[src/rtl/ex_issue_stage_if.sv]
// Bundle of decode, forwarding and EX-side signals around the ID/EX issue stage.
// Illegal is present only when ILLEGAL_OP_EN is defined.
interface ex_issue_stage_if;
  logic        hold;
  logic        flush;
  logic        in_valid;
  logic [31:0] rs_data;
  logic [31:0] rt_data;
  logic [15:0] imm;
  logic [4:0]  rs;
  logic [4:0]  rt;
  logic [4:0]  rd;
  logic [5:0]  opcode;
  logic [5:0]  funct;
  logic [1:0]  alu_op;
  logic        alu_src;
  logic        reg_dst;
  logic        reg_write;
  logic        mem_read;
  logic        mem_write;
  logic        mem_to_reg;

  logic        ex_mem_reg_write;
  logic [4:0]  ex_mem_rd;
  logic [31:0] ex_mem_result;
  logic        mem_wb_reg_write;
  logic [4:0]  mem_wb_rd;
  logic [31:0] mem_wb_result;

  logic [31:0] data1;
  logic [31:0] data2;
  logic [3:0]  control;
  logic [31:0] store_data;
  logic [4:0]  write_reg;
  logic        out_reg_write;
  logic        out_mem_read;
  logic        out_mem_write;
  logic        out_mem_to_reg;
  logic        out_valid;
  logic        stall;
`ifdef ILLEGAL_OP_EN
  logic        illegal;
`endif

  modport slave (
    input  hold, flush, in_valid, rs_data, rt_data, imm, rs, rt, rd, opcode, funct,
           alu_op, alu_src, reg_dst, reg_write, mem_read, mem_write, mem_to_reg,
           ex_mem_reg_write, ex_mem_rd, ex_mem_result,
           mem_wb_reg_write, mem_wb_rd, mem_wb_result,
    output data1, data2, control, store_data, write_reg, out_reg_write,
           out_mem_read, out_mem_write, out_mem_to_reg, out_valid, stall
`ifdef ILLEGAL_OP_EN
          , illegal
`endif
  );

  modport master (
    output hold, flush, in_valid, rs_data, rt_data, imm, rs, rt, rd, opcode, funct,
           alu_op, alu_src, reg_dst, reg_write, mem_read, mem_write, mem_to_reg,
           ex_mem_reg_write, ex_mem_rd, ex_mem_result,
           mem_wb_reg_write, mem_wb_rd, mem_wb_result,
    input  data1, data2, control, store_data, write_reg, out_reg_write,
           out_mem_read, out_mem_write, out_mem_to_reg, out_valid, stall
`ifdef ILLEGAL_OP_EN
          , illegal
`endif
  );
endinterface

[src/rtl/ex_issue_stage.sv]
// ID/EX register feeding the ALU: control decode, operand forwarding, load-use bubbles.
// Optional ILLEGAL_OP_EN flags unlisted Funct/Opcode codes and suppresses their writes.
module ex_issue_stage (
  input logic            clk,
  input logic            rst,
  ex_issue_stage_if.slave bus
);

  typedef enum logic [3:0] {
    ALU_AND = 4'b0000,
    ALU_OR  = 4'b0001,
    ALU_ADD = 4'b0010,
    ALU_SUB = 4'b0110,
    ALU_SLT = 4'b0111,
    ALU_NOR = 4'b1100,
    ALU_XOR = 4'b1101
  } alu_ctrl_e;

  typedef struct packed {
    logic        valid;
    logic        reg_write;
    logic        mem_read;
    logic        mem_write;
    logic        mem_to_reg;
    logic        alu_src;
    logic [4:0]  rs;
    logic [4:0]  rt;
    logic [4:0]  write_reg;
    logic [31:0] rs_data;
    logic [31:0] rt_data;
    logic [31:0] imm_ext;
    alu_ctrl_e   control;
`ifdef ILLEGAL_OP_EN
    logic        illegal;
`endif
  } ex_slot_t;

  ex_slot_t    ex_q, ex_d;
  alu_ctrl_e   ctrl_dec;
  logic        op_listed;
  logic        imm_zext;
  logic        hazard;
  logic        load_bubble;
  logic [31:0] rs_fwd, rt_fwd;

  // NOTE: every always_comb output gets a default first so no path leaves it unassigned (no latch).
  always_comb begin
    ctrl_dec  = ALU_ADD;
    op_listed = 1'b1;
    case (bus.alu_op)
      2'b00: ctrl_dec = ALU_ADD;
      2'b01: ctrl_dec = ALU_SUB;
      2'b10: begin
        case (bus.funct)
          6'b100000: ctrl_dec = ALU_ADD;
          6'b100010: ctrl_dec = ALU_SUB;
          6'b100100: ctrl_dec = ALU_AND;
          6'b100101: ctrl_dec = ALU_OR;
          6'b100110: ctrl_dec = ALU_XOR;
          6'b100111: ctrl_dec = ALU_NOR;
          6'b101010: ctrl_dec = ALU_SLT;
          default:   op_listed = 1'b0;
        endcase
      end
      default: begin
        case (bus.opcode)
          6'b001000: ctrl_dec = ALU_ADD;
          6'b001100: ctrl_dec = ALU_AND;
          6'b001101: ctrl_dec = ALU_OR;
          6'b001110: ctrl_dec = ALU_XOR;
          6'b001010: ctrl_dec = ALU_SLT;
          default:   op_listed = 1'b0;
        endcase
      end
    endcase
  end

  // andi/ori/xori take a zero-extended immediate; everything else sign-extends.
  assign imm_zext = bus.opcode inside {6'b001100, 6'b001101, 6'b001110};

  assign hazard = ex_q.valid & ex_q.mem_read & (ex_q.write_reg != 5'd0) & bus.in_valid &
                  ((bus.rs == ex_q.write_reg) |
                   ((bus.rt == ex_q.write_reg) & (~bus.alu_src | bus.mem_write)));

  assign load_bubble = bus.flush | hazard | ~bus.in_valid;
  assign bus.stall   = bus.hold | (hazard & ~bus.flush);

  always_comb begin
    ex_d = ex_q;
    if (!bus.hold) begin
      ex_d.rs         = bus.rs;
      ex_d.rt         = bus.rt;
      ex_d.rs_data    = bus.rs_data;
      ex_d.rt_data    = bus.rt_data;
      ex_d.alu_src    = bus.alu_src;
      ex_d.write_reg  = bus.reg_dst ? bus.rd : bus.rt;
      ex_d.imm_ext    = imm_zext ? {16'h0000, bus.imm} : {{16{bus.imm[15]}}, bus.imm};
      ex_d.control    = ctrl_dec;
      ex_d.valid      = ~load_bubble;
      ex_d.reg_write  = ~load_bubble & bus.reg_write;
      ex_d.mem_read   = ~load_bubble & bus.mem_read;
      ex_d.mem_write  = ~load_bubble & bus.mem_write;
      ex_d.mem_to_reg = ~load_bubble & bus.mem_to_reg;
`ifdef ILLEGAL_OP_EN
      ex_d.illegal    = ~load_bubble & ~op_listed;
      if (ex_d.illegal) begin
        ex_d.reg_write = 1'b0;
        ex_d.mem_write = 1'b0;
      end
`endif
    end
  end

  // NOTE: state registers use non-blocking assignment so every flop samples pre-edge values.
  always_ff @(posedge clk) begin
    if (rst) begin
      // NOTE: datapath fields are cleared too, so nothing reads X after reset and Control shows add.
      ex_q         <= '0;
      ex_q.control <= ALU_ADD;
    end else begin
      ex_q <= ex_d;
    end
  end

  // EX/MEM beats MEM/WB; register 0 is never forwarded.
  always_comb begin
    rs_fwd = ex_q.rs_data;
    if (bus.ex_mem_reg_write && bus.ex_mem_rd == ex_q.rs && ex_q.rs != 5'd0)
      rs_fwd = bus.ex_mem_result;
    else if (bus.mem_wb_reg_write && bus.mem_wb_rd == ex_q.rs && ex_q.rs != 5'd0)
      rs_fwd = bus.mem_wb_result;

    rt_fwd = ex_q.rt_data;
    if (bus.ex_mem_reg_write && bus.ex_mem_rd == ex_q.rt && ex_q.rt != 5'd0)
      rt_fwd = bus.ex_mem_result;
    else if (bus.mem_wb_reg_write && bus.mem_wb_rd == ex_q.rt && ex_q.rt != 5'd0)
      rt_fwd = bus.mem_wb_result;
  end

  assign bus.data1          = rs_fwd;
  assign bus.data2          = ex_q.alu_src ? ex_q.imm_ext : rt_fwd;
  assign bus.store_data     = rt_fwd;
  assign bus.control        = ex_q.control;
  assign bus.write_reg      = ex_q.write_reg;
  assign bus.out_valid      = ex_q.valid;
  assign bus.out_reg_write  = ex_q.reg_write;
  assign bus.out_mem_read   = ex_q.mem_read;
  assign bus.out_mem_write  = ex_q.mem_write;
  assign bus.out_mem_to_reg = ex_q.mem_to_reg;
`ifdef ILLEGAL_OP_EN
  assign bus.illegal        = ex_q.valid & ex_q.illegal;
`endif

endmodule
[src/flat_wrapper.sv]
// flat-port wrapper written by rule: the top's interface ports become plain ports
module ex_issue_stage_flat 
  (clk, rst, bus_hold, bus_flush, bus_in_valid, bus_rs_data, bus_rt_data, bus_imm, bus_rs, bus_rt, bus_rd, bus_opcode, bus_funct, bus_alu_op, bus_alu_src, bus_reg_dst, bus_reg_write, bus_mem_read, bus_mem_write, bus_mem_to_reg, bus_ex_mem_reg_write, bus_ex_mem_rd, bus_ex_mem_result, bus_mem_wb_reg_write, bus_mem_wb_rd, bus_mem_wb_result, bus_data1, bus_data2, bus_control, bus_store_data, bus_write_reg, bus_out_reg_write, bus_out_mem_read, bus_out_mem_write, bus_out_mem_to_reg, bus_out_valid, bus_stall);
  ex_issue_stage_if bus_i ();
  input logic clk;
  input logic rst;
  input wire logic [$bits(bus_i.hold)-1:0] bus_hold;
  input wire logic [$bits(bus_i.flush)-1:0] bus_flush;
  input wire logic [$bits(bus_i.in_valid)-1:0] bus_in_valid;
  input wire logic [$bits(bus_i.rs_data)-1:0] bus_rs_data;
  input wire logic [$bits(bus_i.rt_data)-1:0] bus_rt_data;
  input wire logic [$bits(bus_i.imm)-1:0] bus_imm;
  input wire logic [$bits(bus_i.rs)-1:0] bus_rs;
  input wire logic [$bits(bus_i.rt)-1:0] bus_rt;
  input wire logic [$bits(bus_i.rd)-1:0] bus_rd;
  input wire logic [$bits(bus_i.opcode)-1:0] bus_opcode;
  input wire logic [$bits(bus_i.funct)-1:0] bus_funct;
  input wire logic [$bits(bus_i.alu_op)-1:0] bus_alu_op;
  input wire logic [$bits(bus_i.alu_src)-1:0] bus_alu_src;
  input wire logic [$bits(bus_i.reg_dst)-1:0] bus_reg_dst;
  input wire logic [$bits(bus_i.reg_write)-1:0] bus_reg_write;
  input wire logic [$bits(bus_i.mem_read)-1:0] bus_mem_read;
  input wire logic [$bits(bus_i.mem_write)-1:0] bus_mem_write;
  input wire logic [$bits(bus_i.mem_to_reg)-1:0] bus_mem_to_reg;
  input wire logic [$bits(bus_i.ex_mem_reg_write)-1:0] bus_ex_mem_reg_write;
  input wire logic [$bits(bus_i.ex_mem_rd)-1:0] bus_ex_mem_rd;
  input wire logic [$bits(bus_i.ex_mem_result)-1:0] bus_ex_mem_result;
  input wire logic [$bits(bus_i.mem_wb_reg_write)-1:0] bus_mem_wb_reg_write;
  input wire logic [$bits(bus_i.mem_wb_rd)-1:0] bus_mem_wb_rd;
  input wire logic [$bits(bus_i.mem_wb_result)-1:0] bus_mem_wb_result;
  output wire logic [$bits(bus_i.data1)-1:0] bus_data1;
  output wire logic [$bits(bus_i.data2)-1:0] bus_data2;
  output wire logic [$bits(bus_i.control)-1:0] bus_control;
  output wire logic [$bits(bus_i.store_data)-1:0] bus_store_data;
  output wire logic [$bits(bus_i.write_reg)-1:0] bus_write_reg;
  output wire logic [$bits(bus_i.out_reg_write)-1:0] bus_out_reg_write;
  output wire logic [$bits(bus_i.out_mem_read)-1:0] bus_out_mem_read;
  output wire logic [$bits(bus_i.out_mem_write)-1:0] bus_out_mem_write;
  output wire logic [$bits(bus_i.out_mem_to_reg)-1:0] bus_out_mem_to_reg;
  output wire logic [$bits(bus_i.out_valid)-1:0] bus_out_valid;
  output wire logic [$bits(bus_i.stall)-1:0] bus_stall;
  assign bus_i.hold = bus_hold;
  assign bus_i.flush = bus_flush;
  assign bus_i.in_valid = bus_in_valid;
  assign bus_i.rs_data = bus_rs_data;
  assign bus_i.rt_data = bus_rt_data;
  assign bus_i.imm = bus_imm;
  assign bus_i.rs = bus_rs;
  assign bus_i.rt = bus_rt;
  assign bus_i.rd = bus_rd;
  assign bus_i.opcode = bus_opcode;
  assign bus_i.funct = bus_funct;
  assign bus_i.alu_op = bus_alu_op;
  assign bus_i.alu_src = bus_alu_src;
  assign bus_i.reg_dst = bus_reg_dst;
  assign bus_i.reg_write = bus_reg_write;
  assign bus_i.mem_read = bus_mem_read;
  assign bus_i.mem_write = bus_mem_write;
  assign bus_i.mem_to_reg = bus_mem_to_reg;
  assign bus_i.ex_mem_reg_write = bus_ex_mem_reg_write;
  assign bus_i.ex_mem_rd = bus_ex_mem_rd;
  assign bus_i.ex_mem_result = bus_ex_mem_result;
  assign bus_i.mem_wb_reg_write = bus_mem_wb_reg_write;
  assign bus_i.mem_wb_rd = bus_mem_wb_rd;
  assign bus_i.mem_wb_result = bus_mem_wb_result;
  assign bus_data1 = bus_i.data1;
  assign bus_data2 = bus_i.data2;
  assign bus_control = bus_i.control;
  assign bus_store_data = bus_i.store_data;
  assign bus_write_reg = bus_i.write_reg;
  assign bus_out_reg_write = bus_i.out_reg_write;
  assign bus_out_mem_read = bus_i.out_mem_read;
  assign bus_out_mem_write = bus_i.out_mem_write;
  assign bus_out_mem_to_reg = bus_i.out_mem_to_reg;
  assign bus_out_valid = bus_i.out_valid;
  assign bus_stall = bus_i.stall;
  ex_issue_stage u_core (.clk(clk), .rst(rst), .bus(bus_i));
endmodule
[config.mk]
export PLATFORM = sky130hd
export DESIGN_NAME = ex_issue_stage_flat
export DESIGN_NICKNAME = d
export VERILOG_FILES = /design/src/rtl/ex_issue_stage_if.sv /design/src/rtl/ex_issue_stage.sv /design/src/flat_wrapper.sv
export SDC_FILE = /design/constraint.sdc
export NUM_CORES = 1
export LEC_CHECK = 0
export ABC_AREA = 1
export CAP_MARGIN = 20
export CORE_ASPECT_RATIO = 1.75
export CORE_MARGIN = 4
export CORE_UTILIZATION = 25
export CTS_CLUSTER_SIZE = 10
export DETAILED_ROUTE_END_ITERATION = 8
export GPL_TIMING_DRIVEN = 1
export HOLD_SLACK_MARGIN = 0.06
export PLACE_DENSITY = 0.52
export SYNTH_ARGS = -nofsm -noshare
export SYNTH_HDL_FRONTEND = slang
export SYNTH_SLANG_ARGS = --single-unit
[constraint.sdc]
create_clock -name clk -period 2.8 [get_ports clk]
set_clock_uncertainty 0.05 [all_clocks]
set_input_delay 0.84 -clock clk [delete_from_list [all_inputs] [get_ports clk]]
set_output_delay 0.84 -clock clk [all_outputs]
set_load 0.005 [all_outputs]
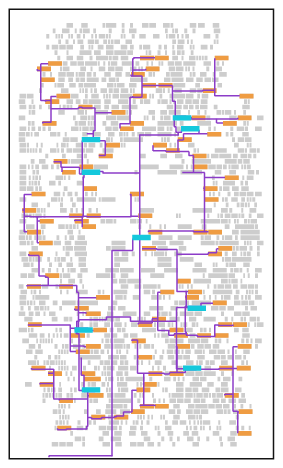
Fig. 1. Routed clock nets over the placement (run 1).
Drawn at 2 px/µm.
- flip-flops: orange (count 106)
- clock wires: purple (length 1720 µm)
- cells driving clock nets: cyan (count 9)
- routed clock nets: 10
- flops lie: spread over the die

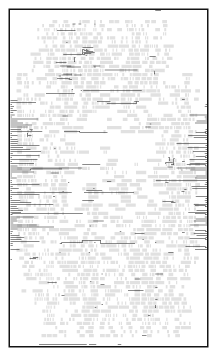
Fig. 2. The metal 3 layer (run 1).
Drawn at 1.5 px/µm. Cells faint in the background.
- nets with wire on the layer: 188
- share of all routed wire: 4.7%
- main direction: horizontal
total detailed-routing wirelength: 34900 µm
met3 usage: 4.16%
DR vias: 8507

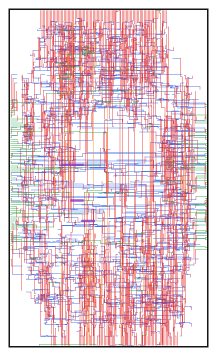
Fig. 3. Wiring by layer (run 1).
Drawn at 1.5 px/µm.
- met3: green (wire length 1640 µm)
- met4: orange (wire length 1260 µm)
- met5: purple (wire length 28.5 µm)
- met1: blue (wire length 11900 µm)
- met2: red (wire length 20.1 mm)

==> run 1: timing repair <==
| item | 4_1_cts | 5_1_grt |
|---|---|---|
| buffers inserted | 41 | 13 |
| cloned | 18 | 2 |
| pin swaps | 76 | 113 |
| resized | 582 | 342 |
| setup endpoints to repair | 97 | 97 |
==> run 1: power by group through the flow <==
stage | Clock, mW | Combinational [mW] | Sequential [mW]
final | 1.52 | 1.64 | 1.68
after global routing | 1.63 | 1.77 | 1.69
after CTS | 1.57 | 1.45 | 1.67
after detailed placement | 0 | 1.33 | 1.70
after global placement | 0 | 1.32 | 1.70
after floorplan | 0 | 0.538 | 1.68
==> notes.md, run 1 <==
Implementation numbers.

- The run finished, with violations left.
- The final reports fail on setup timing.
- The global-route wire length before repair is 50500 µm.
- In the final design, more cell area goes to logic gates than to any other class.
- Setup repair after global routing could not meet its margin everywhere.
- The layout inverter count without the clock tree is 111.
- Across the VDD grid, the largest voltage drop is ~0.26 mV.
- The count of port buffers added during placement is slightly above 300.
- met2 is the most crowded layer.
- Per STA, the worst path is made up of buf_8, xnor2_2, nand2_2, nor2_4, buf_12, nand2_8, buf_12, buf_12, nand2_8, nand3_4, and2_4, buf_6.
- The total number of clock tree sinks is approximately 110.
- The clock transition at the registers of the reported paths is around 0.07 ns.
- The logic area is 5260 µm².
- Setup slack on the worst path after placement came out at -1.10 ns.
- The final standard cell count with taps included and fillers excluded is 1779.
- The clock reaches the later pin of the worst-skew pair after 0.36 ns.
- Net switching is 30.2% of the power.
- The final number of setup-violating endpoints is 96.
- The number of design rule violations left after detail routing is 0.
- The count of buffers not belonging to the clock network in the layout is approximately 420.
- The count of warnings emitted by yosys is 0.
- The delay of the slowest critical-path stage is ~0.16 ns.
- The clock buffers instantiated in the layout total 12.
- The chip area line in the Yosys stat output reads around 6700 µm².
- The critical path startpoint is bus_mem_wb_rd[4].
- The critical path depth in cells is 12.
- Of the total synthesized cell area, the portion taken by XOR and XNOR cells is 1.31%.
- The global routing usage summed across all routing layers is 22.4%.
- The minimum period implied by the final worst setup slack is 3.13 ns.
- Ranked by instance count, the synthesized netlist is headed by nand2_1 (279), nand3_1 (145), nor2_1 (116).
- For this block, wires on met1 add up to 11900 µm.
- The die outline height is 224 µm.
- The overflow left after global routing is 0.
- The critical path data arrival time is between 2 and 2.5 ns.
- The number of hold-slack violations in the final timing report is 0.
- Entering global routing, the biggest net connects between 100 and 150 pins.
- The worst-path maximum fanout is 5.
- The minimum setup slack in the final design is -0.327 ns.
- The report gives the cell count of the worst hold path as 2.
- STA shows the worst reg2reg path with a cell count of 10.
- For this run, asynchronously set or reset flops after synthesis account for 0%.
- The gate-level netlist out of Yosys references 32 unique cell types.
- The number of H-tree branching levels is 3.
- The via count of the first global-routing pass is 8452.
- The worst slew margin relative to its limit is 50.2%.
- The fraction of the mapped netlist area in simple logic gates is 41.9%.
- The critical register-to-register path startpoint is u_core.bus.write_reg[4].
- The area fraction in compound gates is between 10% and 20%.
- The via count normalized by instance count is 4.78.
- The highest metal layer with signal wires is met5.
- The overall die size recorded for this design is 29400 µm².
- Sequential elements use a little under a third of the synthesized area.
- The number of max-capacitance violations reported is 0.
- Warnings raised by the tools during the run amount to 30.
- In the hold report, the worst path ends at u_core.ex_q[34].
Fig. 4: run 1, routing congestion
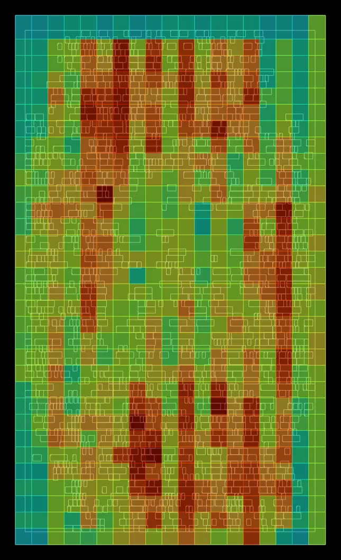

==> run 2: changes to the inputs <==
- CTS_BUF_LIST: unset -> sky130_fd_sc_hd__clkbuf_16
- MAX_ROUTING_LAYER: unset -> met4
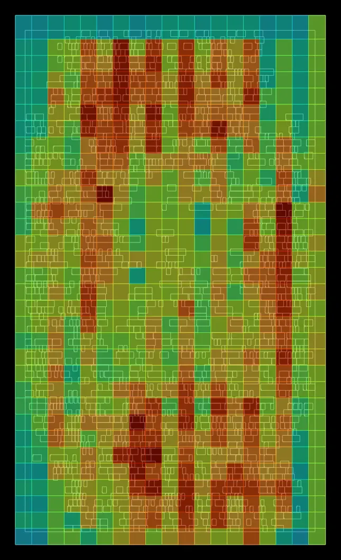
Fig. 5. Routing congestion (run 2).
total global-route track usage: 23.1%
fraction of met2 tracks used by global routing: 45.3%

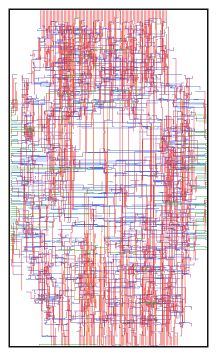
Fig. 6. Wiring by layer (run 2).
Drawn at 1.5 px/µm.
- met1: blue (wire length 12200 µm)
- met3: green (wire length 1320 µm)
- met4: orange (wire length 1200 µm)
- met2: red (wire length 20.1 mm)
DR vias: 8511
average wire per cell in the routed design: 19.5 µm
total detailed-routing wirelength: 34800 µm

==> notes.md, run 2 <==
Implementation numbers.

- The final number of setup-violating endpoints came to 97 (+1.0%).
- Ranked by instance count, the synthesized netlist is headed by nand2_1 (279), nand3_1 (145), nor2_1 (116).
- The via count normalized by instance count is 4.78 (about the same).
- The number of design rule violations left after detail routing came to 0 (unchanged).
- The minimum setup slack in the final design is -0.327 ns (+0.000327 ns).
- The number of hold-slack violations in the final timing report is 0 (unchanged).
- The total number of clock tree sinks was 106 (unchanged).
- The cell count of the worst hold path is 2 (unchanged).
- The worst-path maximum fanout is 5 (unchanged).
- The total die size was 29400 µm² (unchanged).
- According to the timing report, the critical path is launched from bus_mem_wb_rd[4].
- The highest metal layer with signal wires is met4.
- The count of buffers not belonging to the clock network in the layout came to 417 (-0.24%).
- The proportion of synthesized flip-flops having asynchronous set or reset is 0% (unchanged).
- The post-CTS resize count is 582 (unchanged).
- The via count of the first global-routing pass is 8484 (+0.38%).
- The run finished, with violations left.
- The final-layout clock buffer total came to 9 (-3).
- The delay of the slowest critical-path stage was 0.16 ns (about the same).
- The OpenROAD warning count is 30 (unchanged).
- The fraction of the mapped netlist area in simple logic gates was 41.9% (unchanged).
- The logic area is 5090 µm² (-3.3%).
- The clock transition at the registers of the reported paths is 0.07 ns (about the same).
- The worst slew margin relative to its limit came to 50.9% (+0.73 points).
- The count of cells along the worst register-to-register path is 10 (unchanged).
- The critical path data arrival time is 2.24 ns (about the same).
- The final reports fail on setup timing.
- The global-route met3 utilization is 3.44% (-0.72 points).
- The layout inverter count without the clock tree is 111 (unchanged).
- The clock latency at the later pin of the worst-skew pair came to 0.36 ns (about the same).
- The number of library cell types mapped by synthesis is 32 (unchanged).
- After global routing, the most crowded layer is met2.
- The met1 wire length is 12200 µm (+2.2%).
- The pre-CTS setup slack came to -1.10 ns (unchanged).
- The count of warnings emitted by yosys is 0 (unchanged).
- The pin count of the biggest net entering global routing is 147 (unchanged).
- The post-CTS repair timing setup buffer count is 41 (unchanged).
- The die outline height is 224 µm (unchanged).
- The final report gives the standard cell area, fillers excluded, as 12800 µm².
- By area, logic gates come first.
- The number of max-capacitance violations reported is 0 (unchanged).
- The final standard cell count with taps included and fillers excluded is 1781 (+0.11%).
- Traced cell by cell, the critical path runs through buf_8, xnor2_2, nand2_2, nor2_4, buf_12, nand2_8, buf_12, buf_12, nand2_8, nand3_4, and2_4, buf_6.
- The count of port buffers added during placement came to 306 (unchanged).
- The global-route wire length before repair was 50400 µm (-0.22%).
- The proportion of total power due to net switching came to 30.3% (+0.13 points).
run 2: cell counts after synthesis:
No cell type changed its count.
run 2: worst max-delay path: cells and delay by family:
family	cells	cell delay, ns
XOR/XNOR	1	0.15
buffers and inverters	5	0.64
AND/OR/NAND/NOR	6	0.59
run 2: logic make-up (layout without fill, tap and decap cells):
kind of cell,after synthesis,in the layout
muxes,1,1
DFF,106,106
xor gates and xnor gates,10,10
buffers and inverters,190,544
and+or+nand+nor,623,623
AOI/OAI and AO/OA,170,170
other,0,7
run 2: power by group through the flow:
stage               Combinational (mW)  Clock, mW  Sequential [mW]
finish                            1.59       1.49             1.68
global placement                  1.32          0             1.70
detailed placement                1.33          0             1.70
global route                      1.72       1.59             1.69
CTS                               1.45       1.54             1.67
floorplan                        0.538          0             1.68
Fig. 7: run 2, register map, names as in the netlist
Drawn at 1.5 px/µm.
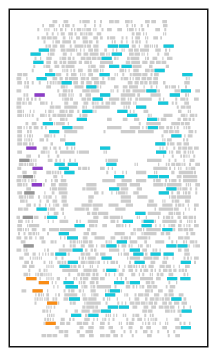

==> run 3: changes to the inputs <==
- RECOVER_POWER: unset -> 100
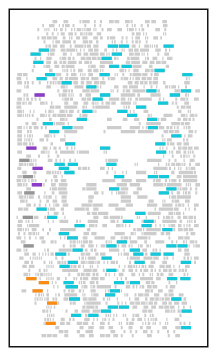
Fig. 8. Register map, names as in the netlist (run 3).
Drawn at 1.5 px/µm.
- u_core.bus.control: purple (sequential cells 4; where west)
- u_core.ex_q: cyan (sequential cells 92)
- u_core.bus.write_reg: orange (sequential cells 5; where south-west)
- not colored: 5
final core utilization: 48.9%
flip-flop and latch share of the layout cell area: 16.7%
sequential cell power: 1.68 mW

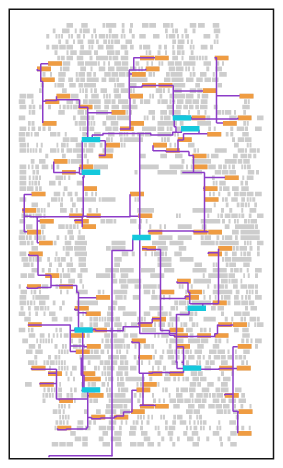
Fig. 9. Routed clock nets over the placement (run 3).
Drawn at 2 px/µm.
- flip-flops: orange (count 106)
- cells driving clock nets: cyan (count 9)
- clock wires: purple (length 1740 µm)
- flops lie: spread over the die

==> notes.md, run 3 <==
Implementation numbers.

- The deepest clock path buffer count is 2.
- The OpenROAD warning count came to 30 (unchanged).
- The number of hold-slack violations in the final timing report came to 0 (unchanged).
- The die outline height is 224 µm (unchanged).
- Across all register-to-register paths, the minimum setup slack is 1.38 ns.
- The met1 wire length is 12200 µm (about the same).
- The global-route met2 utilization was 45.3% (unchanged).
- The clock transition at the registers of the reported paths was 0.07 ns (about the same).
- The global-route wire length before repair is 50400 µm (unchanged).
- The timing report attributes the biggest portion of critical-path delay to buffers and inverters.
- The clock latency at the later pin of the worst-skew pair came to 0.36 ns (about the same).
- The layer with the highest usage after global routing is met2.
- The number of library cell types mapped by synthesis is 32 (unchanged).
- The via count normalized by instance count is 4.77 (-0.20%).
- The count of warnings emitted by yosys came to 0 (unchanged).
- The minimum setup slack in the final design is -0.329 ns (-0.00233 ns).
- The via count of the first global-routing pass came to 8484 (unchanged).
- The post-route standard cell area excluding fillers is 12700 µm² (-0.22%).
- The delay of the slowest critical-path stage came to 0.17 ns (about the same).
- The achievable frequency is 320 MHz.
- The mean routed wirelength per cell is 19.6 µm (about the same).
- The group with the largest share of power is sequential cells.
- The pre-CTS setup slack was -1.10 ns (unchanged).
- The global routing usage summed across all routing layers is 23.1% (unchanged).
- The buffer and inverter count on the worst path came to 5 (unchanged).
- The area taken by sequential standard cells is reported as around 2100 µm².
- The count of buffers not belonging to the clock network in the layout was 417 (unchanged).
- The category of the worst setup path capture point is a primary output.
- The number of max-capacitance violations reported came to 0 (unchanged).
- The total number of clock tree sinks is 106 (unchanged).
- The final number of setup-violating endpoints was 97 (unchanged).
- The synthesis run shows the most used standard cells to be nand2_1 (279), nand3_1 (145), nor2_1 (116).
- The worst-path maximum fanout is 5 (unchanged).
- The global-route met3 utilization is 3.44% (unchanged).
- Clock tree buffers and inverters occupy 2.63% of the routed design's cell area.
- The proportion of total power due to net switching was 30.3% (about the same).
- The cell type taking the most area is logic gates.
- The pin count of the biggest net entering global routing is 147 (unchanged).
- The worst slew margin relative to its limit is 3.20% (-48 points).
- The final standard cell count with taps included and fillers excluded is 1781 (unchanged).
- The flow ran to the end, but the final reports show violations.
- The number of design rule violations left after detail routing was 0 (unchanged).
- The critical path data arrival time is 2.24 ns (about the same).
- The total die size came to 29400 µm² (unchanged).
- After detailed routing, no signal wire sits above met4.
- The combinational group power is 1.58 mW (about the same).
- The logic area came to 5090 µm² (unchanged).
- The remaining number of nets flagged by the antenna check after routing is 0.
- The final-layout clock buffer total came to 9 (unchanged).
- The most popular library cell in the synthesized design by count is nand2_1.
- The mean instance size in the synthesized netlist is 6.06 µm².
- Counting only logic cells after layout, the most numerous master is nand2_1.
- The total wire length after detailed routing is 34800 µm (about the same).
- The count of port buffers added during placement is 306 (unchanged).
- The proportion of synthesized flip-flops having asynchronous set or reset was 0% (unchanged).
- The share of the clock period used by the worst path after layout is 112%.
- The layout inverter count without the clock tree is 111 (unchanged).
- In the final layout, multi-input gates take up 39.9% of the cell area.
- The checks that failed: setup timing.
run 3: final timing paths:
| path | from | to | cells past startpoint |
|---|---|---|---|
| max | bus_mem_wb_rd[4] | bus_store_data[25] | 12 |
| max reg2reg | u_core.bus.write_reg[4] | u_core.bus.out_mem_read | 10 |
| min | u_core.ex_q[34] | u_core.ex_q[34] | 2 |
| min reg2reg | u_core.ex_q[34] | u_core.ex_q[34] | 2 |
run 3: timing repair:
item	in CTS	in global routing
buffers inserted	41	12
hold buffers	0	0
gates cloned	18	2
endpoints found under the setup margin	97	97
resized	582	263
pin swaps	76	90
run 3: cell families after synthesis:
logic type	count (synthesis)	share of synthesized area (%)
AND-OR/OR-AND	170	13.0
multiplexers	1	0.169
AND/OR/NAND/NOR	623	41.9
flip-flops	106	31.9
XOR/XNOR	10	1.31
buffers and inverters	190	11.8
Power and IR drop assume default switching activity.
